`src/rtl/mux_nto1_arb_if.sv`:
```
// rtl/mux_nto1_arb_if.sv - handshake and data bundle between N producers, the mux and one consumer
interface mux_nto1_arb_if #(
  parameter int WIDTH = 32,
  parameter int N     = 4,
  parameter int SELW  = 2
);
  logic                 Mode;
  logic [SELW-1:0]      Sel;
  logic [N*WIDTH-1:0]   InData;
  logic [N-1:0]         InValid;
  logic [N-1:0]         InReady;
  logic [WIDTH-1:0]     Out;
  logic [SELW-1:0]      OutSel;
  logic                 OutValid;
  logic                 OutReady;

  modport slave (
    input  Mode, Sel, InData, InValid, OutReady,
    output InReady, Out, OutSel, OutValid
  );

  modport master (
    output Mode, Sel, InData, InValid, OutReady,
    input  InReady, Out, OutSel, OutValid
  );
endinterface

```
`src/rtl/mux_nto1_arb.sv`:
```
// rtl/mux_nto1_arb.sv - N-to-1 registered mux with fixed or round-robin channel grant
module mux_nto1_arb #(
  parameter int WIDTH = 32,
  parameter int N     = 4,
  parameter int SELW  = 2
) (
  input  logic          Clk,
  input  logic          Rst,
  mux_nto1_arb_if.slave bus
);

  logic [WIDTH-1:0] out_q, out_d;
  logic [SELW-1:0]  out_sel_q, out_sel_d;
  logic             out_valid_q, out_valid_d;
  logic [SELW-1:0]  ptr_q, ptr_d;

  logic             grant_vld;
  logic [SELW-1:0]  grant_idx;
  logic             space;
  logic             xfer;

  // Pick at most one channel: external select in mode 0, rotating scan after ptr_q in mode 1
  always_comb begin
    logic [SELW-1:0] idx;
    grant_vld = 1'b0;
    grant_idx = '0;
    idx       = '0;
    if (!bus.Mode) begin
      if (int'(bus.Sel) < N) begin
        if (bus.InValid[bus.Sel]) begin
          grant_vld = 1'b1;
          grant_idx = bus.Sel;
        end
      end
    end else begin
      for (int k = 1; k <= N; k++) begin
        idx = SELW'((int'(ptr_q) + k) % N);
        if (!grant_vld && bus.InValid[idx]) begin
          grant_vld = 1'b1;
          grant_idx = idx;
        end
      end
    end
  end

  // Room in the holding register this cycle; ready is withheld while in reset
  assign space       = ~out_valid_q | bus.OutReady;
  assign xfer        = Rst & grant_vld & space;
  assign bus.InReady = xfer ? ({{(N-1){1'b0}}, 1'b1} << grant_idx) : '0;

  // Next-state for the holding register and the round-robin pointer
  always_comb begin
    out_d       = out_q;
    out_sel_d   = out_sel_q;
    out_valid_d = out_valid_q;
    ptr_d       = ptr_q;
    if (xfer) begin
      out_d       = bus.InData[grant_idx*WIDTH +: WIDTH];
      out_sel_d   = grant_idx;
      out_valid_d = 1'b1;
      if (bus.Mode) begin
        ptr_d = grant_idx;
      end
    end else if (bus.OutReady) begin
      out_valid_d = 1'b0;
    end
  end

  // State registers; reset leaves the pointer on the last channel so channel 0 wins first
  always_ff @(posedge Clk) begin
    if (!Rst) begin
      out_q       <= '0;
      out_sel_q   <= '0;
      out_valid_q <= 1'b0;
      ptr_q       <= SELW'(N - 1);
    end else begin
      out_q       <= out_d;
      out_sel_q   <= out_sel_d;
      out_valid_q <= out_valid_d;
      ptr_q       <= ptr_d;
    end
  end

  assign bus.Out      = out_q;
  assign bus.OutSel   = out_sel_q;
  assign bus.OutValid = out_valid_q;

endmodule

```
`src/flat_wrapper.sv`:
```
// flat-port wrapper written by rule: the top's interface ports become plain ports
module mux_nto1_arb_flat 
#(
  parameter int WIDTH = 32,
  parameter int N     = 4,
  parameter int SELW  = 2
)
  (Clk, Rst, bus_Mode, bus_Sel, bus_InData, bus_InValid, bus_OutReady, bus_InReady, bus_Out, bus_OutSel, bus_OutValid);
  mux_nto1_arb_if #(.WIDTH(WIDTH), .N(N), .SELW(SELW)) bus_i ();
  input  logic Clk;
  input  logic Rst;
  input wire logic [$bits(bus_i.Mode)-1:0] bus_Mode;
  input wire logic [$bits(bus_i.Sel)-1:0] bus_Sel;
  input wire logic [$bits(bus_i.InData)-1:0] bus_InData;
  input wire logic [$bits(bus_i.InValid)-1:0] bus_InValid;
  input wire logic [$bits(bus_i.OutReady)-1:0] bus_OutReady;
  output wire logic [$bits(bus_i.InReady)-1:0] bus_InReady;
  output wire logic [$bits(bus_i.Out)-1:0] bus_Out;
  output wire logic [$bits(bus_i.OutSel)-1:0] bus_OutSel;
  output wire logic [$bits(bus_i.OutValid)-1:0] bus_OutValid;
  assign bus_i.Mode = bus_Mode;
  assign bus_i.Sel = bus_Sel;
  assign bus_i.InData = bus_InData;
  assign bus_i.InValid = bus_InValid;
  assign bus_i.OutReady = bus_OutReady;
  assign bus_InReady = bus_i.InReady;
  assign bus_Out = bus_i.Out;
  assign bus_OutSel = bus_i.OutSel;
  assign bus_OutValid = bus_i.OutValid;
  mux_nto1_arb #(.WIDTH(WIDTH), .N(N), .SELW(SELW)) u_core (.Clk(Clk), .Rst(Rst), .bus(bus_i));
endmodule
```
`config.mk`:
```
export PLATFORM = sky130hd
export DESIGN_NAME = mux_nto1_arb_flat
export DESIGN_NICKNAME = d
export VERILOG_FILES = /design/src/rtl/mux_nto1_arb_if.sv /design/src/rtl/mux_nto1_arb.sv /design/src/flat_wrapper.sv
export SDC_FILE = /design/constraint.sdc
export NUM_CORES = 1
export LEC_CHECK = 0
export CAP_MARGIN = 25
export CORE_AREA = 3 3 87 89
export CTS_CLUSTER_SIZE = 24
export DETAILED_ROUTE_END_ITERATION = 8
export DIE_AREA = 0 0 90 92
export GPL_TIMING_DRIVEN = 0
export MAX_ROUTING_LAYER = met4
export PLACE_DENSITY = 0.81
export SKIP_LAST_GASP = 1
export SYNTH_ARGS = -nofsm -noshare
export SYNTH_HDL_FRONTEND = slang
export SYNTH_SLANG_ARGS = --single-unit
```
`constraint.sdc`:
```
create_clock -name Clk -period 2.5 [get_ports Clk]
set_input_delay 0.375 -clock Clk [delete_from_list [all_inputs] [get_ports Clk]]
set_output_delay 0.375 -clock Clk [all_outputs]
set_load 0.02 [all_outputs]
```
registers.png
Bar = 20 um. Other sequential cells in the stronger gray, the rest of the logic in the fainter gray.
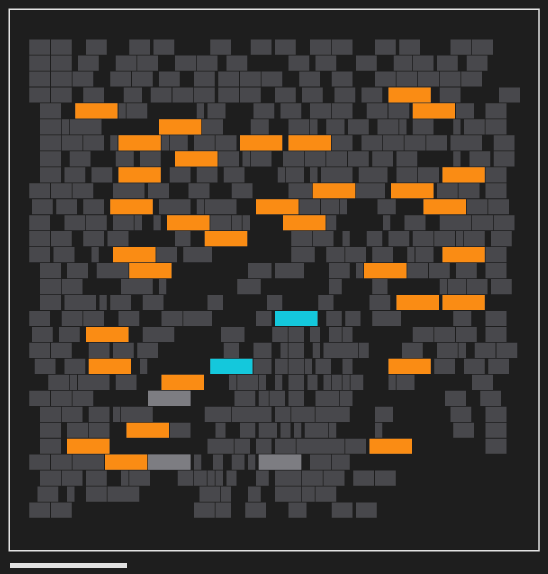
[`u_core.ptr_q`] cyan | placed flops: 2
[`u_core.bus.Out`] orange | placed flops: 32
final core utilization: 64.9%
sequential cell power: 0.700 mW
sequential share of cell area: 16.7%
sequential standard cell area: 741 um^2

drive_strength.png
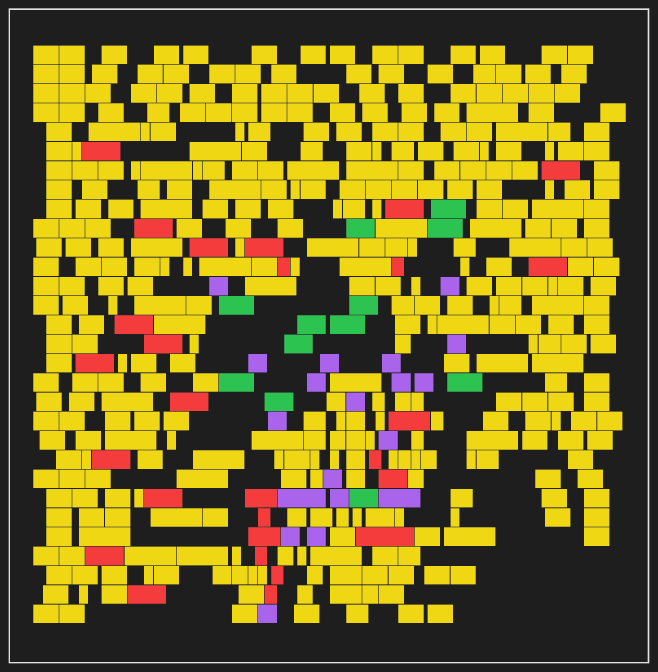
[drive 6 and up] green | cells: 12 | share: 2.8%
[drive 3 to 4] purple | cells: 19 | share: 4.4%
[drive 1 or less] yellow | cells: 370 | share: 86%
[drive 2] red | cells: 27 | share: 6.3%
worst setup slack after layout: 0.109 ns
buffers outside the clock class: 203
area added between synthesis and finish: 86.4%
final cell area excluding filler cells: 4430 um^2

wire_density.png
18 x 18 tiles, from dark blue (low) to red (high), scaled to the fullest tile. Values are wire area over tile area, all layers added.
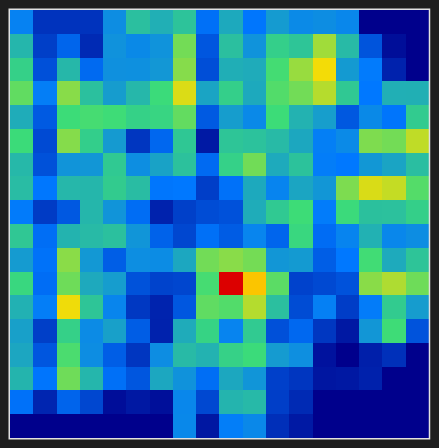
nearly empty tiles: 8.0%
fullest tile: 0.55
mean over tiles: 0.17
GRT Overall Usage: 21.1%
average wire per cell in the routed design: 16.8 um

final_placement.png
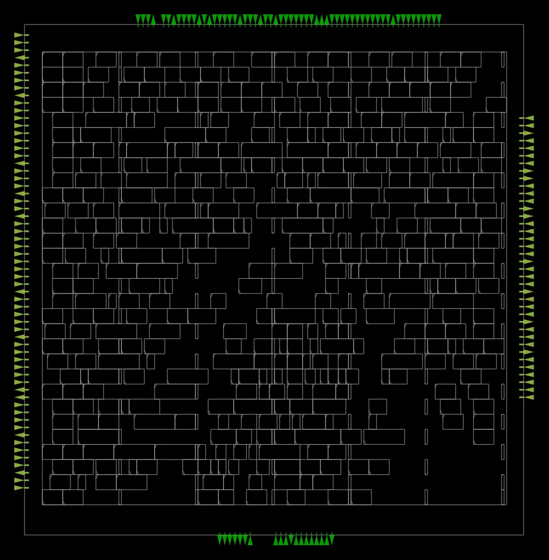
number of fill cells in the layout: 591
Cell Count, Final, Fillers Out: 524
Site Rows: 30

clock_map.png
Bar = 20 um.
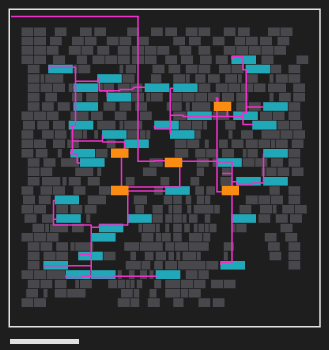
[cells driving clock nets] orange | count: 5
[clock wires] magenta | length: 510 um
[flip-flops] cyan | count: 37
routed clock nets: 6

## report_power, final
part	total [mW]	switching (mW)	leakage [nW]	internal, mW
Combinational	0.864	0.373	1.44	0.490
Clock	0.430	0.212	0.0433	0.218
Sequential	0.700	0.0391	0.305	0.660
## synthesized netlist by cell type, drive strengths merged
library cell  instances  area (um^2)
clkbuf                3         15.0
o2111ai               1         8.76
mux2                  1         11.3
a211oi                1         7.51
a21oi                 2         21.3
o21a                  1         7.51
o211a                 1         10.0
o21ai                 4         20.0
inv                   3         11.3
buf                  15          106
mux2i                66          661
nor3b                 4         41.3
o22ai                 1         6.26
nand3                 2         10.0
a41oi                 1         16.3
nor2                  6         22.5
o41a                  1         11.3
and2                  2         12.5
nand2                37          139
nor4b                 1         8.76
and3b                 1         8.76
nand2b                2         12.5
dfxtp                37          741
o211ai                2         15.0
nor2b                 5         31.3
a21boi                2         15.0
o221ai               32          374
a21bo                 1         10.0
mux4                  1         22.5
## per-stage QoR
step / utilization, % / cell area [um^2]
after global placement: 62.3 / 4260
after global routing: 64.9 / 4430
after detailed placement: 62.3 / 4260
after CTS: 64.3 / 4390
final: 64.9 / 4430
after floorplan: - / 2380
## logic make-up (layout without fill, tap and decap cells)
| kind of cell | after synthesis | count (layout) | share of synthesized area, % |
|---|---|---|---|
| buffers and inverters | 21 | 213 | 5.58 |
| DFF | 37 | 37 | 31.2 |
| muxes | 68 | 68 | 29.2 |
| and+or+nand+nor | 60 | 60 | 12.1 |
| AOI/OAI and AO/OA | 50 | 50 | 22.0 |
## repair_timing
item,in CTS,in global routing
pin swaps,4,4
gates cloned,0,1
resized,24,11
hold endpoints to repair,0,0
buffers inserted,6,2
setup endpoints to repair,4,36
==> run notes <==
Flow results are below.

- The clock buffer count in the final layout is 6, for reference.
- The post-layout minimum cycle time is 2.39 ns, for reference.
- For this run, global-route usage on met1 was measured as 24.7%.
- For met2 alone, demand over resource in global routing was 36.3%.
- The tightest min-delay check is of the reg2reg type.
- The cell area that synthesis handed to floorplanning was 2380 um^2.
- The length of routed wiring on met1 is 3660 um, for reference.
- The hold path startpoint is u_core.bus.Out[22], for reference.
- The clock skew is 0.0104 ns, for reference.
- The die outline width is 90 um, for reference.
- The leakage power figure is 1.79 nW, for reference.
- The fraction of cell area in non-clock buffers is 44.1%, for reference.
- The number of max-cap violations is 0, for reference.
- The floorplan step set the die height to 92 um.
- The average via count per standard cell is 5.06, for reference.
- Data on the critical path is required at its endpoint by 2.12 ns.
- Per the log, the first TritonRoute iteration ended with a DRC count of 77.
- The library cell used most frequently in the layout, excluding fill and tap cells, is sky130_fd_sc_hd__clkdlybuf4s50_1.
- The register with the most flip-flops in the layout has 32 of them.
- The pre-CTS setup check shows a worst slack of -0.692 ns.
- Setup repair after global routing left no endpoint under its margin.
- After global routing the overflow that remains totals 0.
- Checking max transition, the worst relative margin is 60.1%.
- The final power report lists total power as 1.99 mW.
- Routability-driven placement finished with a final weighted congestion of 0.776.
- The pin count of the biggest net entering global routing is 12, for reference.
- The setup TNS is 0 ns, for reference.
- The count of TritonRoute iterations in the first routing pass is 4, for reference.
- The OpenROAD report gives the critical path a data arrival time of 2.02 ns.
- In the final layout, the multi-input gates occupy 1510 um^2.
- The CTS H-tree depth is 2, for reference.
- The synthesized design contains 37 register bits.
- In this run the clock root is driven by a sky130_fd_sc_hd__clkbuf_8.
- The tightest hold path in the finished design has a slack of 0.467 ns.
- According to the cell report, flip-flops and latches in the layout number 37.
- In this run the critical register-to-register path is launched from u_core.ptr_q[1].
- The floorplan utilization is 34.8%, for reference.
- The buffer depth of the longest clock path is 2, for reference.
- The count of clock tree sinks is 37, for reference.
- STA classifies the critical path endpoint as an output pin.
- The number of global-route vias before repair is 2725, for reference.
- The kind of cell adding the most delay to the critical path is buffers and inverters, for reference.
- The highest supply drop recorded on VDD is 0.213 mV.
- Counting pins that exceed their max-slew limit in the final report gives 0.
- The later pin in the worst-skew pair is clocked with a latency of 0.29 ns.
- The number of antenna-violating nets in the routed design is 0, for reference.
- The clock network area share is 2.03%, for reference.
- After legalization and detailed placement, the total HPWL measured 7010 um.
- The synthesized netlist handed to floorplanning was reported with a cell count of 236.
- The core box area is 6830 um^2, for reference.
- The number of I/O port buffers is 176, for reference.
- The chip area line of the yosys report is 2380 um^2, for reference.
- The busiest layer in global routing is met2, for reference.
- After clock tree synthesis, the flow added hold-fix buffers numbering 0.
- The period utilization is 95.7%, for reference.
- Per STA, the worst path is made up of clkdlybuf4s50_1 > mux2_2 > a21oi_1 > a41oi_2 > buf_6 > nor3b_2 > buf_4.
- The tap cell count is 96, for reference.
- The flow ran to the end, and the final reports show no timing, DRC or antenna violations.
- The net count of the finished layout is 566, for reference.
- Dividing total power by cell area gives a power density of 450 nW/um^2.
- The detailed route wirelength on metal2 is 4400 um, for reference.
- The total nets after synthesis is 374, for reference.
- In this run, distinct cell masters in the synthesized netlist total 37.
- In the final report, the number of hold violations comes to 0.
- The chip area is 8280 um^2, for reference.
- Pin placement for this block handled 177 I/O pins.
- In this run, placement finished with an instance count of 508.
- The CTS tree is yes, for reference.
- The critical-path maximum fanout is 4, for reference.
- The initial antenna violation count is 0, for reference.
Power is estimated from default activity; no workload was simulated.
